### Met2 routing, run 1

Scale: 3 px per um. Cells faint in the background.
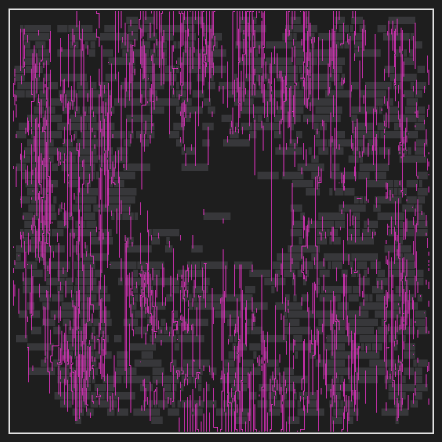
### The clock network, run 1

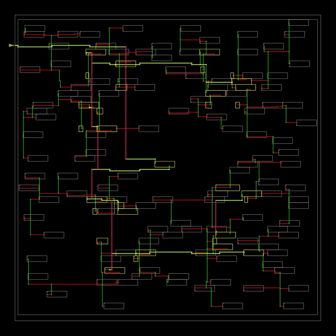
### Pin map, run 1

Scale: 2 px per um. Pins as bars across the die edge, other pins in grey.
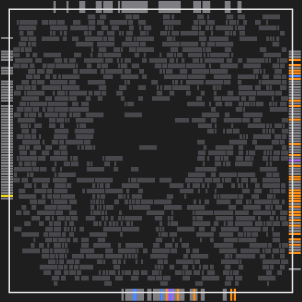
[config.mk]
export PLATFORM = sky130hd
export DESIGN_NAME = muldiv_issue
export DESIGN_NICKNAME = d
export VERILOG_FILES = /design/src/rtl/muldiv_issue.sv
export SDC_FILE = /design/constraint.sdc
export NUM_CORES = 1
export LEC_CHECK = 0
export ABC_AREA = 1
export CAP_MARGIN = 20
export CORE_UTILIZATION = 25
export DETAILED_ROUTE_END_ITERATION = 10
export PLACE_DENSITY_LB_ADDON = 0.05
export SYNTH_ARGS = -nofsm -noshare
export SYNTH_HDL_FRONTEND = slang
export SYNTH_SLANG_ARGS = --single-unit
[constraint.sdc]
create_clock -name clk_i -period 1.4 [get_ports clk_i]
set_input_delay 0.42 -clock clk_i [delete_from_list [all_inputs] [get_ports clk_i]]
set_output_delay 0.42 -clock clk_i [all_outputs]
set_load 0.02 [all_outputs]
[src/rtl/muldiv_issue.sv]
// rtl/muldiv_issue.sv - single-outstanding issue/response sequencer for an external multiply/divide unit
module muldiv_issue #(
  parameter int TAG_W   = 5,
  parameter int MAX_LAT = 64
) (
  input  logic             clk_i,
  input  logic             rst_i,
  input  logic             flush_i,
  input  logic             req_valid_i,
  output logic             req_ready_o,
  input  logic [2:0]       req_op_i,
  input  logic [31:0]      req_num1_i,
  input  logic [31:0]      req_num2_i,
  input  logic [TAG_W-1:0] req_tag_i,
  output logic             mdu_valid_o,
  output logic [2:0]       mdu_op_o,
  output logic [31:0]      mdu_num1_o,
  output logic [31:0]      mdu_num2_o,
  input  logic             mdu_busy_i,
  input  logic [31:0]      mdu_result_i,
  output logic             rsp_valid_o,
  input  logic             rsp_ready_i,
  output logic [31:0]      rsp_result_o,
  output logic [TAG_W-1:0] rsp_tag_o,
  output logic             err_o
);

  // Counter is at least 8 bits and always wide enough to hold MAX_LAT.
  localparam int CNT_W = ($clog2(MAX_LAT + 1) > 8) ? $clog2(MAX_LAT + 1) : 8;
  localparam logic [CNT_W-1:0] CNT_LAST = CNT_W'(MAX_LAT - 1);

  typedef enum logic [2:0] {
    S_IDLE,
    S_LAUNCH,
    S_WAIT,
    S_DRAIN,
    S_RESP
  } state_t;

  state_t           state_q;
  logic [2:0]       op_q;
  logic [31:0]      num1_q;
  logic [31:0]      num2_q;
  logic [TAG_W-1:0] tag_q;
  logic [31:0]      result_q;
  logic [CNT_W-1:0] cnt_q;
  logic             err_q;
  logic             expired;

  // The current WAIT/DRAIN cycle is the MAX_LAT-th one and the unit is still busy.
  assign expired = mdu_busy_i && (cnt_q >= CNT_LAST);

  // Ready is gated by reset so nothing can be taken while the block is held in reset.
  assign req_ready_o  = rst_i && (state_q == S_IDLE) && !flush_i;
  assign mdu_valid_o  = (state_q == S_LAUNCH) && !flush_i;
  assign mdu_op_o     = op_q;
  assign mdu_num1_o   = num1_q;
  assign mdu_num2_o   = num2_q;
  assign rsp_valid_o  = (state_q == S_RESP);
  assign rsp_result_o = result_q;
  assign rsp_tag_o    = tag_q;
  assign err_o        = err_q;

  // Request sequencer: operands stay registered (and visible to the unit) until the next accept.
  always_ff @(posedge clk_i or negedge rst_i) begin
    if (!rst_i) begin
      state_q  <= S_IDLE;
      op_q     <= 3'd0;
      num1_q   <= 32'd0;
      num2_q   <= 32'd0;
      tag_q    <= '0;
      result_q <= 32'd0;
      cnt_q    <= '0;
      err_q    <= 1'b0;
    end else begin
      case (state_q)
        S_IDLE: begin
          if (req_valid_i && !flush_i) begin
            op_q    <= req_op_i;
            num1_q  <= req_num1_i;
            num2_q  <= req_num2_i;
            tag_q   <= req_tag_i;
            state_q <= S_LAUNCH;
          end
        end
        S_LAUNCH: begin
          cnt_q   <= '0;
          state_q <= flush_i ? S_IDLE : S_WAIT;
        end
        S_WAIT: begin
          cnt_q <= cnt_q + CNT_W'(1);
          if (flush_i) begin
            state_q <= S_DRAIN;
          end else if (!mdu_busy_i) begin
            result_q <= mdu_result_i;
            state_q  <= S_RESP;
          end else if (expired) begin
            err_q    <= 1'b1;
            result_q <= 32'd0;
            state_q  <= S_RESP;
          end
        end
        S_DRAIN: begin
          cnt_q <= cnt_q + CNT_W'(1);
          if (!mdu_busy_i) begin
            state_q <= S_IDLE;
          end else if (expired) begin
            err_q   <= 1'b1;
            state_q <= S_IDLE;
          end
        end
        S_RESP: begin
          if (flush_i || rsp_ready_i) begin
            state_q <= S_IDLE;
          end
        end
        default: state_q <= S_IDLE;
      endcase
    end
  end

endmodule

==> flow_results.org, run 1 <==
#+TITLE: Physical design notes

** Global routing
- Largest net degree at the start of global routing :: 62
- Remaining Overflow, GRT :: 0
- Summed over all routing layers, the global router reports a total usage of 18.3%.

** Synth
- The stat command in Yosys gives a chip area of 4820 um^2.
- Share of synthesized area occupied by flip-flops and latches :: 60.2%
- Distinct lib cells used :: 26
- Fraction of post-synthesis cell area in the top cell type by area :: 60.2%
- The main area contributors are dfrtp_1, nand2_1, inv_1.
- The number of nets handed over by synthesis was 649.
- The synthesized instance count is 538.
- After synthesis, the design contains 538 cells according to Yosys.
- Netlist Area Pre-Place :: 4820 um^2
- Once synthesis finished, the tally of register bits stood at 116.
- The commonest cells after synthesis are nand2_1, dfrtp_1, inv_1, o21ai_1, nand3_1.

** Timing
- The final timing report lists a hold violation count of 0.
- At the pin with the least slew margin, the transition time is 893 ps.
- Max Clock Skew :: 8.99 ps
- Crit path time final :: 1820 ps
- Final setup viols :: 108
- Achievable frequency :: 549 MHz
- Unrepaired setup endpoints after global routing :: yes
- After layout, the worst setup slack is -422 ps.

** Die
- Chip area :: 19800 um^2
- Starting Density :: 25.7%
- Boundary Pins :: 218
- After floorplanning, the core was sized to cover 18800 um^2.

** Run status
- The run finished, with violations left.
- The checks that failed: negative setup slack.

** Power and ir drop
- Total power normalized to cell area comes to 2050 nW/um^2.
- VDD sags by at most 0.000878 V.
- Summing internal, switching and leakage power gives 20800 uW.

** CTS
- Counting along the longest clock path gives a buffer depth of 2.
- At the later pin of the worst-skew pair, clock insertion delay measures 420 ps.
- Looking at the clock tree report, the root buffer type is clkbuf_16.

** Final layout
- FF+latch area :: 2900 um^2
- From synthesis to final layout, the design area changed by 111%.
- Cells with a size suffix above 1 make up 47.0% of the layout.
- Commonest non-fill, non-tap cells in the layout :: dfrtp_1, buf_6, clkdlybuf4s50_1

** Worst setup path
- Looking at the reg2reg group, the worst path starts from state_q[2].
- Startpoint type of the worst setup path :: flop
- Stage delay of the slowest cell on the critical path :: 410 ps
- Per the timing report, the most critical flop-to-flop path finishes at mdu_num2_o[22].
- Cell with the largest stage delay on the worst path :: dfrtp_1
- Crit Path Class :: reg2out
- Critical-path cell list :: inv_2 > nand2_4 > nor2_4 > nand2_2 > nor2_2 > buf_6
- Reg2Reg Setup Slack :: -410 ps
- The OpenROAD report gives the critical path a data arrival time of 1400 ps.

** Job
- Warnings raised by the tools during the run amount to 29.

** Placed design
- Post-detailed-placement half-perimeter wirelength :: 10.1 mm

** Detailed routing
- Post-detailed-route wirelength per cell :: 16.0 um
- Post-DR vias/cell :: 4.37
- TritonRoute reported its final design rule violation total as 0.
- The first routing iteration left 142 violations.
- Initial DRT Pass Iterations :: 4
-- 'Met2 routing' (at the start) --
main direction = vertical
longest straight run = 62.2 um
share of all routed wire = 49%
wire length on this layer = 8950 um
nets with wire on the layer = 851
total wirelength of the detailed-routed design: 18.2 mm
met2 GRT Util: 29.9%
DR vias: 4984

-- 'The clock network' (at the start) --
clock group total power: 4040 uW
number of sequential storage elements: 116
total clock buffers created by CTS: 17

-- 'Pin map' (at the start) --
`mdu_num1_o` -> orange  # pins 32, direction output, edge 27 right, 5 bottom
`req_tag_i` -> blue  # pins 5, direction input, edge 4 bottom, 1 right
`mdu_op_o` -> purple  # pins 3, direction output, edge 2 bottom, 1 right
`flush_i` -> yellow  # pins 1, direction input, edge left

-- run 1: metrics by stage --
stage	hold slack, ps	worst slack [ps]	setup TNS [ps]	cell area (um^2)	utilization, %
floorplan	124	-72.8	-88.6	4830	-
global placement	447	-785	-47020	7470	39.8
detailed placement	463	-784	-50360	7470	39.8
CTS	329	-406	-30600	9020	48.1
global route	369	-511	-37380	10200	54.2
finish	320	-422	-27920	10200	54.2
-- run 1: report_power, final --
group / total, uW / switching (uW) / internal [uW] / leakage, uW
clock: 4040 / 1540 / 2510 / 0.000265
combinational: 10900 / 4980 / 5890 / 0.00351
sequential: 5890 / 1060 / 4830 / 0.00146
-- run 1: layer usage --
metal / GRT usage (%) / vias to the layer above / share of wire, %
met4: 5.55 / 0 / 1.3
li1: - / 2413 / -
met3: 6.15 / 21 / 6.6
met2: 29.9 / 162 / 49
met1: 22.9 / 2388 / 43
met5: 0 / - / 0
-- run 1: worst max-delay path by stage --
stage               start          end  slack, ps  cells after the start
5_1_grt        state_q[2]  req_ready_o       -510                      6
2_1_floorplan  state_q[1]  mdu_valid_o        -70                      2
6_report       state_q[2]  req_ready_o       -420                      6
4_1_cts        state_q[1]  mdu_valid_o       -410                      2
3_5_place_dp      flush_i  req_ready_o       -780                      4
3_3_place_gp      flush_i  req_ready_o       -780                      4
-- run 1: final cells by class --
type	instances	area share, %
Clock inverter	10	0.812
Tap cell	234	2.88
Clock buffer	22	4.56
Timing Repair Buffer	360	39.7
Multi-Input combinational cell	312	20.1
Sequential cell	116	28.5
Inverter	87	3.37
-- run 1: sequential cells by signal, summed over array words and instances (netlist names) --
register	cells
cnt_q	8
rsp_result_o	32
mdu_num1_o	32
err_o	1
mdu_op_o	3
state_q	3
rsp_tag_o	5
mdu_num2_o	32
-- run 1: what timing repair did --
action                                 in CTS  in global routing
cloned                                     26                  3
setup endpoints to repair                 212                215
gates resized                             605                255
setup buffers                              32                 58
endpoints found under the hold margin       0                  0
pin swaps                                  22                 41
-- run 1: cell families (layout without fill, tap and decap cells) --
kind of cell | Yosys count | after routing | synth area share (%)
AOI/OAI and AO/OA | 88 | 88 | 9.50
adders and majority gates | 1 | 1 | 0.260
buffers and inverters | 112 | 479 | 10.7
DFF | 116 | 116 | 60.2
and+or+nand+nor | 221 | 223 | 19.3
-- run 1: worst max-delay path, delay by kind of cell, from the launching register on --
family                 cells  cell delay (ps)
DFF                        1              410
buffers and inverters      2              240
and+or+nand+nor            4              320
### Clock wires, drivers and flops, run 1

Scale: 4 px per um.
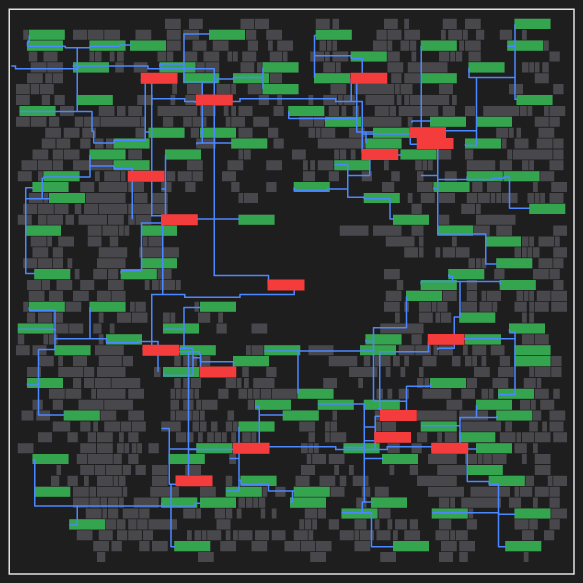

==> run 1 -> run 2 <==
--- a/config.mk
+++ b/config.mk
@@ -7,7 +7,7 @@
 export LEC_CHECK = 0
 export ABC_AREA = 1
 export CAP_MARGIN = 20
-export CORE_UTILIZATION = 25
+export CORE_UTILIZATION = 38
 export DETAILED_ROUTE_END_ITERATION = 10
 export PLACE_DENSITY_LB_ADDON = 0.05
 export SYNTH_ARGS = -nofsm -noshare
### Clock wires, drivers and flops, run 2

Scale: 4 px per um.
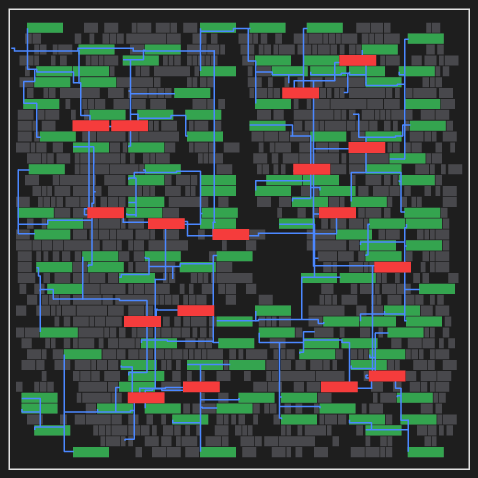
clock wires -> blue  # length 1620 um
flip-flops -> green  # count 116
cells driving clock nets -> red  # count 17
flops lie = spread over the die
routed clock nets = 18

### The clock network, run 2

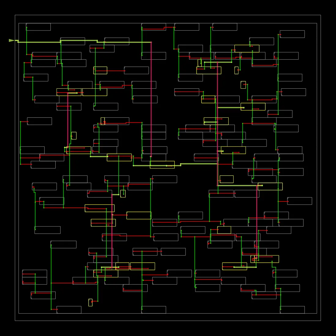
clock group total power: 4120 uW
clock tree sinks: 116
final-layout clock buffer total: 27
Late-Pin Clk Latency: 410 ps
Max Clock Skew: 9.49 ps

==> run 2 against run 1 <==
Highest routed layer unchanged. Power is 9.6% lower. The flow still finishes with violations (negative setup slack). Critical path depth stayed put. Register-to-register slack better by 60 ps. Die area is 34% lower.
==> flow_results.org, run 2 <==
#+TITLE: Physical design notes

** Synth
- For this run, asynchronously set or reset flops after synthesis account for 100%.
- The count of distinct cell types in the synthesized netlist came to 26 (unchanged).
- Fraction of post-synthesis cell area in the top cell type by area :: 60.2% (unchanged)
- The synthesized design contains 0 enable-type register cells.
- Post-synthesis cell type with the largest instance count :: nand2_1
- Number of synthesized register bits :: 116 (unchanged)
- Synthesized net count :: 649 (unchanged)
- For reference, the top cells by area after synthesis are dfrtp_1, nand2_1, inv_1.
- Count of instantiated cells in the yosys netlist :: 538 (unchanged)
- The area reported by Yosys stat was 4820 um^2 (unchanged).
- During synthesis, Yosys emitted a total of 0 warnings.
- Post-synth top cells :: nand2_1, dfrtp_1, inv_1, o21ai_1, nand3_1
- Instance tally after logic synthesis :: 538 (unchanged)
- Share of synthesized area occupied by flip-flops and latches :: 60.2% (unchanged)
- The synthesized cell area was 4820 um^2 (unchanged).

** Global routing
- GRT Util Overall :: 23.0% (+4.7 points)
- The number of antenna violations at the first check in global routing was 0.
- Met2 GRT Util :: 38.7% (+8.9 points)
- The global-route track usage on met1 came to 27.5% (+4.6 points).
- Global routing put the most usage on met2.
- The via count of the first global-routing pass came to 4425.
- The leftover overflow at the end of global routing came to 0 (unchanged).
- Met3 global-route usage :: 7.68% (+1.5 points)
- Largest net degree at the start of global routing :: 72 (+16%)

** Power and ir drop
- The worst voltage drop across the vdd grid was 0.00109 V (+24%).
- Total power consumption of the routed design :: 18800 uW (-9.6%)
- The total power density per cell area is 2100 nW/um^2 (+2.6%).

** Run status
- Violated checks :: negative setup slack
- Status :: complete, but fails checks

** Detailed routing
- The overall routed net length came to 17.6 mm (-3.5%).
- Post-DR vias/cell :: 4.75 (+8.8%)
- The total iterations of the first detailed-routing run came to 5 (+1).
- The detail-routed net length per standard cell came to 17.1 um (+6.8%).
- DR DRC count :: 0 (unchanged)
- The total vias in the final route is 4901 (-1.7%).
- The violation count after the first detailed-route iteration was 297 (+110%).
- Tally of nets with antenna violations remaining after routing :: 0

** Job
- Maxcap violations :: 0
- The total number of warnings across the stage logs is 29 (unchanged).

** Final layout
- 0 antenna diodes ended up in the layout.
- Count of nets after finishing :: 962
- The share of layout cells above drive strength 1 came to 37.0% (-10 points).
- Leaving out fill and tap cells, the most frequent cells in the layout are nand2_1, dfrtp_1, clkdlybuf4s50_1.
- Per the run report, area growth between synthesis and finish was 85.9%.
- The final non-filler cell area came to 8960 um^2 (-12%).
- The finished layout holds 1031 standard cells, fillers aside.
- Most frequent logic cell in the layout :: nand2_1

** Worst setup path
- Crit. End Element :: primary output
- The worst setup path is launched from a flop.
- The buffering stage count on the worst path with inverters included was 2 (unchanged).
- Crit path max-delay family :: flip-flops
- The largest incremental delay on the critical path was 400 ps (about the same).
- The critical path in this run is classified as reg2out.
- In this run the worst path has a maximum fanout of 4.
- The setup slack of the most critical reg-to-reg path came to -350 ps (+60 ps).
- Critical path arrival :: 1430 ps (+30 ps)
- Traced cell by cell, the critical path runs through inv_2 > nand2_4 > nor2_4 > nand2_2 > nor2_2 > buf_4.
- The slowest stage of the critical path belongs to the cell dfrtp_1.
- Required time worst endpoint :: 980 ps

** Timing
- Worst slew margin :: 38.8%
- The final max-slew violation count recorded for this run is 0.
- Crit path time final :: 1850 ps (+31.1 ps)
- The setup slack after layout is -453 ps (-31.1 ps).
- The highest clock rate came to 540 MHz (-1.7%).
- Final setup viols :: 110 (+1.9%)
- Actual slew at the worst max-slew pin :: 918 ps (+25.0 ps)
- The total count of hold-check failures in the final report is 0 (unchanged).
- Worst hold slack :: 253 ps (-67.1 ps)
- Unrepaired setup endpoints after global routing :: yes

** Die
- According to the floorplan log, the row count is 40.
- The placeable core region is 12200 um^2 (-35%).
- Chip area :: 13100 um^2 (-34%)
- Boundary Pins :: 218 (unchanged)
- Starting Density :: 39.6% (+14 points)

** Placed design
- The detailed placement HPWL is 9.15 mm (-9.0%).
- Dpl ws :: -806 ps (-21.6 ps)
- Area of placed instances :: 7290 um^2 (-2.4%)
- Buffers placed on the I/O ports in this run total 217.

** CTS
- Root buffer cell :: clkbuf_16
- Total clock buffers created by CTS :: 17 (unchanged)
- CTS tree :: yes
- The maximum clock insertion buffer count is 2 (unchanged).
- Clock-pin slew on the worst setup and hold paths :: 60 ps
==> run 2: per-stage QoR <==
stage / setup TNS [ps] / util (%)
3_5_place_dp: -54960 / 59.9
4_1_cts: -22680 / 64.4
6_report: -31720 / 73.7
5_1_grt: -39480 / 73.7
3_3_place_gp: -48760 / 59.9
2_1_floorplan: -88.6 / -
==> run 2: cell type report <==
cell class	instances	area, um^2	share of cell area (%)
Timing Repair Buffer	319	3200	35.8
Sequential cell	116	2910	32.4
Multi-Input combinational cell	310	1750	19.5
Clock inverter	4	45.0	0.503
Inverter	87	334	3.73
Tap cell	168	210	2.35
Clock buffer	27	513	5.73
==> run 2: logic make-up after synthesis <==
| group | after synthesis | synth area share [%] |
|---|---|---|
| simple gates | 221 | 19.3 |
| flops | 116 | 60.2 |
| buf+inv | 112 | 10.7 |
| compound gates | 88 | 9.50 |
| fa+ha+maj | 1 | 0.260 |
==> run 2: power breakdown <==
group	internal [uW]	switching, uW
registers	4830	944
logic	4190	4710
clock network	2660	1470
==> run 2: final timing paths <==
path / from / to / cells after the start
hold reg to reg: err_o / err_o / 1
max in group asynchronous: rst_i / state_q[1] / 3
setup reg to reg: state_q[0] / mdu_num2_o[14] / 10
setup / recovery: state_q[0] / req_ready_o / 6
hold / removal: rst_i / mdu_num1_o[23] / 3
min in group clk_i: err_o / err_o / 1
==> run 2: worst min-delay path, delay by kind of cell <==
| kind | cells | cell delay, ps |
|---|---|---|
| buffers and inverters | 3 | 700 |
==> run 2: per-layer routing <==
metal  routed length [um]  share of wire (%)
met1                 7070                 40
met3                 1270                7.2
met5                    0                  0
met2                 9060                 51
met4                  202                1.1
==> run 2: repair_timing <==
action / in CTS / in global routing
cloned: 10 / 15
gates resized: 481 / 170
buffers inserted: 9 / 39
pin swaps: 3 / 21
endpoints found under the setup margin: 212 / 152
### Pin map, run 2

Scale: 2 px per um. Pins as bars across the die edge, other pins in grey.
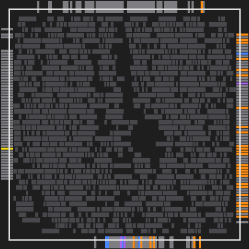

==> run 2 -> run 3 <==
--- a/config.mk
+++ b/config.mk
@@ -7,9 +7,11 @@
 export LEC_CHECK = 0
 export ABC_AREA = 1
 export CAP_MARGIN = 20
+export CORE_ASPECT_RATIO = 0.9
 export CORE_UTILIZATION = 38
 export DETAILED_ROUTE_END_ITERATION = 10
 export PLACE_DENSITY_LB_ADDON = 0.05
+export REMOVE_ABC_BUFFERS = 1
 export SYNTH_ARGS = -nofsm -noshare
 export SYNTH_HDL_FRONTEND = slang
 export SYNTH_SLANG_ARGS = --single-unit
### Pin map, run 3

Scale: 2 px per um. Pins as bars across the die edge, other pins in grey.
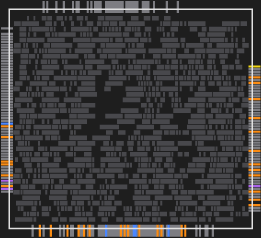
`mdu_num1_o` -> orange  # pins 32, direction output, edge 14 bottom, 12 right, 6 left
`req_tag_i` -> blue  # pins 5, direction input, edge 4 bottom, 1 left
`mdu_op_o` -> purple  # pins 3, direction output, edge 2 left, 1 right
`flush_i` -> yellow  # pins 1, direction input, edge right
all pins by edge = 68 bottom, 60 left, 53 right, 37 top
y dimension of the die: 109 um
count of port buffers added during placement: 217

==> run 3 against run 2 <==
The run still ends with negative setup slack left. Critical path depth is 1 lower. Core utilization is 2.5 points lower. Combinational power is 3.0% lower. Register-to-register slack hardly changed. Area after synthesis stayed put. Global-route usage is 0.54 points lower. Power is 2.1% lower. Sequential power is 0.9% higher. Die area hardly changed. Clock power is 4% lower. Largest power group unchanged.
==> flow_results.org, run 3 <==
#+TITLE: Physical design notes

** Run status
- The run finished, with violations left.
- Violated checks :: negative setup slack

** CTS
- Total clock buffers created by CTS :: 17 (unchanged)
- Root buffer cell :: clkbuf_16
- Clock tree sinks :: 116 (unchanged)
- Clock-pin slew on the worst setup and hold paths :: 50 ps (about the same)
- CTS tree :: yes
- Buffer depth of the longest clock path :: 2 (unchanged)

** Final layout
- Most frequent logic cell in the layout :: nand2_1
- The antenna diode instance count came to 0 (unchanged).
- Ranking logic cells in the layout by count gives the top entries nand2_1, dfrtp_1, clkdlybuf4s50_1.
- Fraction of final layout cells sized beyond drive strength 1 :: 30.1% (-6.9 points)
- The final cell count without fillers was 1004 (-2.6%).
- The total number of nets in the final design is 945 (-1.8%).
- Area growth, synth to finish :: 80.3%

** Global routing
- The leftover overflow at the end of global routing is 0 (unchanged).
- Largest net degree at the start of global routing :: 91 (+26%)
- The via count of the first global-routing pass is 4404 (-0.47%).
- The number of antenna violations at the first check in global routing came to 0 (unchanged).
- GRT Util Overall :: 22.4% (-0.54 points)

** Timing
- The number of endpoints failing setup at the final stage came to 109 (-0.91%).
- Worst hold slack :: 23.1 ps (-229 ps)
- Worst slew margin :: 67.1% (+28 points)
- Actual slew at the worst max-slew pin :: 494 ps (-424 ps)
- Final Hold Viols :: 0 (unchanged)
- Unrepaired setup endpoints after global routing :: yes
- The worst-case clock skew was 5.57 ps (-3.92 ps).
- The final critical delay including setup and external delays was 1780 ps (-75.8 ps).
- Achievable frequency :: 563 MHz (+4.3%)
- The number of pins with negative max-slew slack in the final report came to 0 (unchanged).
- The setup slack after layout is -378 ps (+75.8 ps).

** Synth
- Share of synthesized area occupied by flip-flops and latches :: 60.2% (unchanged)
- The count of distinct cell types in the synthesized netlist is 26 (unchanged).
- Count of instantiated cells in the yosys netlist :: 538 (unchanged)
- Post-synth top cells :: nand2_1, dfrtp_1, inv_1, o21ai_1, nand3_1
- The post-synthesis register bit count is 116 (unchanged).
- The total number of yosys warnings came to 0 (unchanged).
- Top cell type by total area after synthesis :: dfrtp_1
- The gate count after technology mapping was 538 (unchanged).
- Fraction of registers with async set/reset :: 100% (unchanged)
- The top cell type's share of synthesized area came to 60.2% (unchanged).
- Ranked by total cell area, the synthesized netlist is headed by dfrtp_1, nand2_1, inv_1.
- Looking at the gate-level netlist, the highest instance count belongs to nand2_1.
- Netlist Area Pre-Place :: 4820 um^2 (unchanged)
- The number of enable-type register cells in the synthesized netlist came to 0 (unchanged).
- The area reported by Yosys stat was 4820 um^2 (unchanged).

** Detailed routing
- Tally of nets with antenna violations remaining after routing :: 0 (unchanged)
- The count of unresolved DRC violations after routing is 0 (unchanged).
- DR vias :: 4620 (-5.7%)
- Drt initial violations :: 211 (-29%)
- Initial DRT Pass Iterations :: 4 (-1)
- The detail-routed net length per standard cell came to 14.8 um (-13%).
- Post-DR vias/cell :: 4.60 (-3.2%)
- Total wirelength of the detailed-routed design :: 14.9 mm (-15%)

** Job
- Maxcap violations :: 0 (unchanged)
- The total number of warnings across the stage logs is 27 (-6.9%).

** Worst setup path
- Reg2Reg Launch Point :: state_q[2]
- Crit. End Element :: primary output
- The worst setup path is launched from a flop.
- Last element of the critical path :: req_ready_o
- The depth of the most critical reg-to-reg path is 11 (+1).
- Critical path arrival :: 1360 ps (-70 ps)
- Destination of the worst register-to-register timing path :: rsp_result_o[23]
- The most critical setup path has its startpoint at state_q[1].
- Required time worst endpoint :: 980 ps (about the same)
- Reg2Reg Setup Slack :: -340 ps (about the same)
- In the setup report, the worst path falls into the class reg2out.
- The maximum fanout along the worst path was 3 (-1).

** Power and ir drop
- The total power consumption of the routed design came to 18400 uW (-2.1%).
- IR drop worst, VDD :: 0.00133 V (+22%)
- The total power density per cell area came to 2120 nW/um^2 (+0.88%).

** Die
- The floorplan utilization is 39.4% (-0.19 points).
- Chip area :: 13100 um^2 (about the same)
- Boundary Pins :: 218 (unchanged)
- The placeable core region is 12200 um^2 (+0.47%).
- The row count is 38 (-5.0%).

** Placed design
- Inst Count DP :: 925
- The detailed placement HPWL was 9.04 mm (-1.3%).
### The clock network, run 3

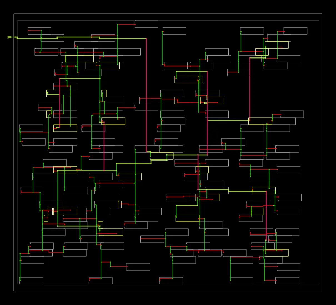
clock group total power: 3940 uW
Late-Pin Clk Latency: 420 ps
final-layout clock buffer total: 23

[run 3: through the flow]
stage | area, um^2 | setup TNS (ps) | setup WS (ps) | utilization [%]
after floorplan | 4630 | -45210 | -569 | -
after global placement | 7350 | -42930 | -771 | 60.1
after detailed placement | 7350 | -42820 | -807 | 60.1
after CTS | 7950 | -11170 | -420 | 65.0
after global routing | 8690 | -27980 | -467 | 71.1
final | 8690 | -17370 | -378 | 71.1
[run 3: area by class of cell]
| cell class | instances | area [um^2] | area share, % |
|---|---|---|---|
| clock buffers | 23 | 478 | 5.50 |
| clock inverters | 6 | 55.1 | 0.634 |
| inverters | 87 | 329 | 3.79 |
| multi-input cells | 310 | 1520 | 17.5 |
| flip-flops and latches | 116 | 2900 | 33.4 |
| well taps | 160 | 200 | 2.30 |
| repair buffers | 302 | 3200 | 36.8 |
[run 3: logic make-up (layout without fill, tap and decap cells)]
group	after synthesis	count (layout)	share of synthesized area [%]
DFF	116	116	60.2
AOI/OAI and AO/OA	88	88	9.50
buffers and inverters	112	418	10.7
adders and majority gates	1	1	0.260
and+or+nand+nor	221	221	19.3
[run 3: worst max-delay path, stage by stage, from the launching register on]
cell and delay [ps]:
dfrtp_1 380, buf_4 160, nor2_4 110, nand2_1 50
nor2_1 90, buf_4 150
[run 3: routing by layer]
layer	track usage, %	routed length, um	vias up
li1	-	-	2273
met5	0	0	-
met3	8.26	1150	27
met2	35.7	7120	186
met4	9.96	344	0
met1	27.4	6270	2134
[run 3: power by group]
group          switching [uW]  internal, uW  leakage, uW
registers                 993          4830      0.00146
logic                    4300          4330      0.00283
clock network            1420          2530     0.000268
total                    6710         11700      0.00456
[run 3: how the worst min path moves through the flow]
stage,start,endpoint,depth (start not counted)
finish,rst_i,mdu_num2_o[10],2
global route,rst_i,rsp_result_o[7],2
CTS,rst_i,mdu_num2_o[10],2
detailed placement,rst_i,mdu_num2_o[10],2
global placement,rst_i,mdu_num1_o[2],2
floorplan,rst_i,cnt_q[0],0
[run 3: repair_timing]
| item | in CTS | in global routing |
|---|---|---|
| pin swaps | 6 | 4 |
| setup endpoints to repair | 142 | 191 |
| setup buffers | 15 | 22 |
| gates cloned | 9 | 5 |
| resized | 492 | 149 |
Power and IR drop assume default switching activity.
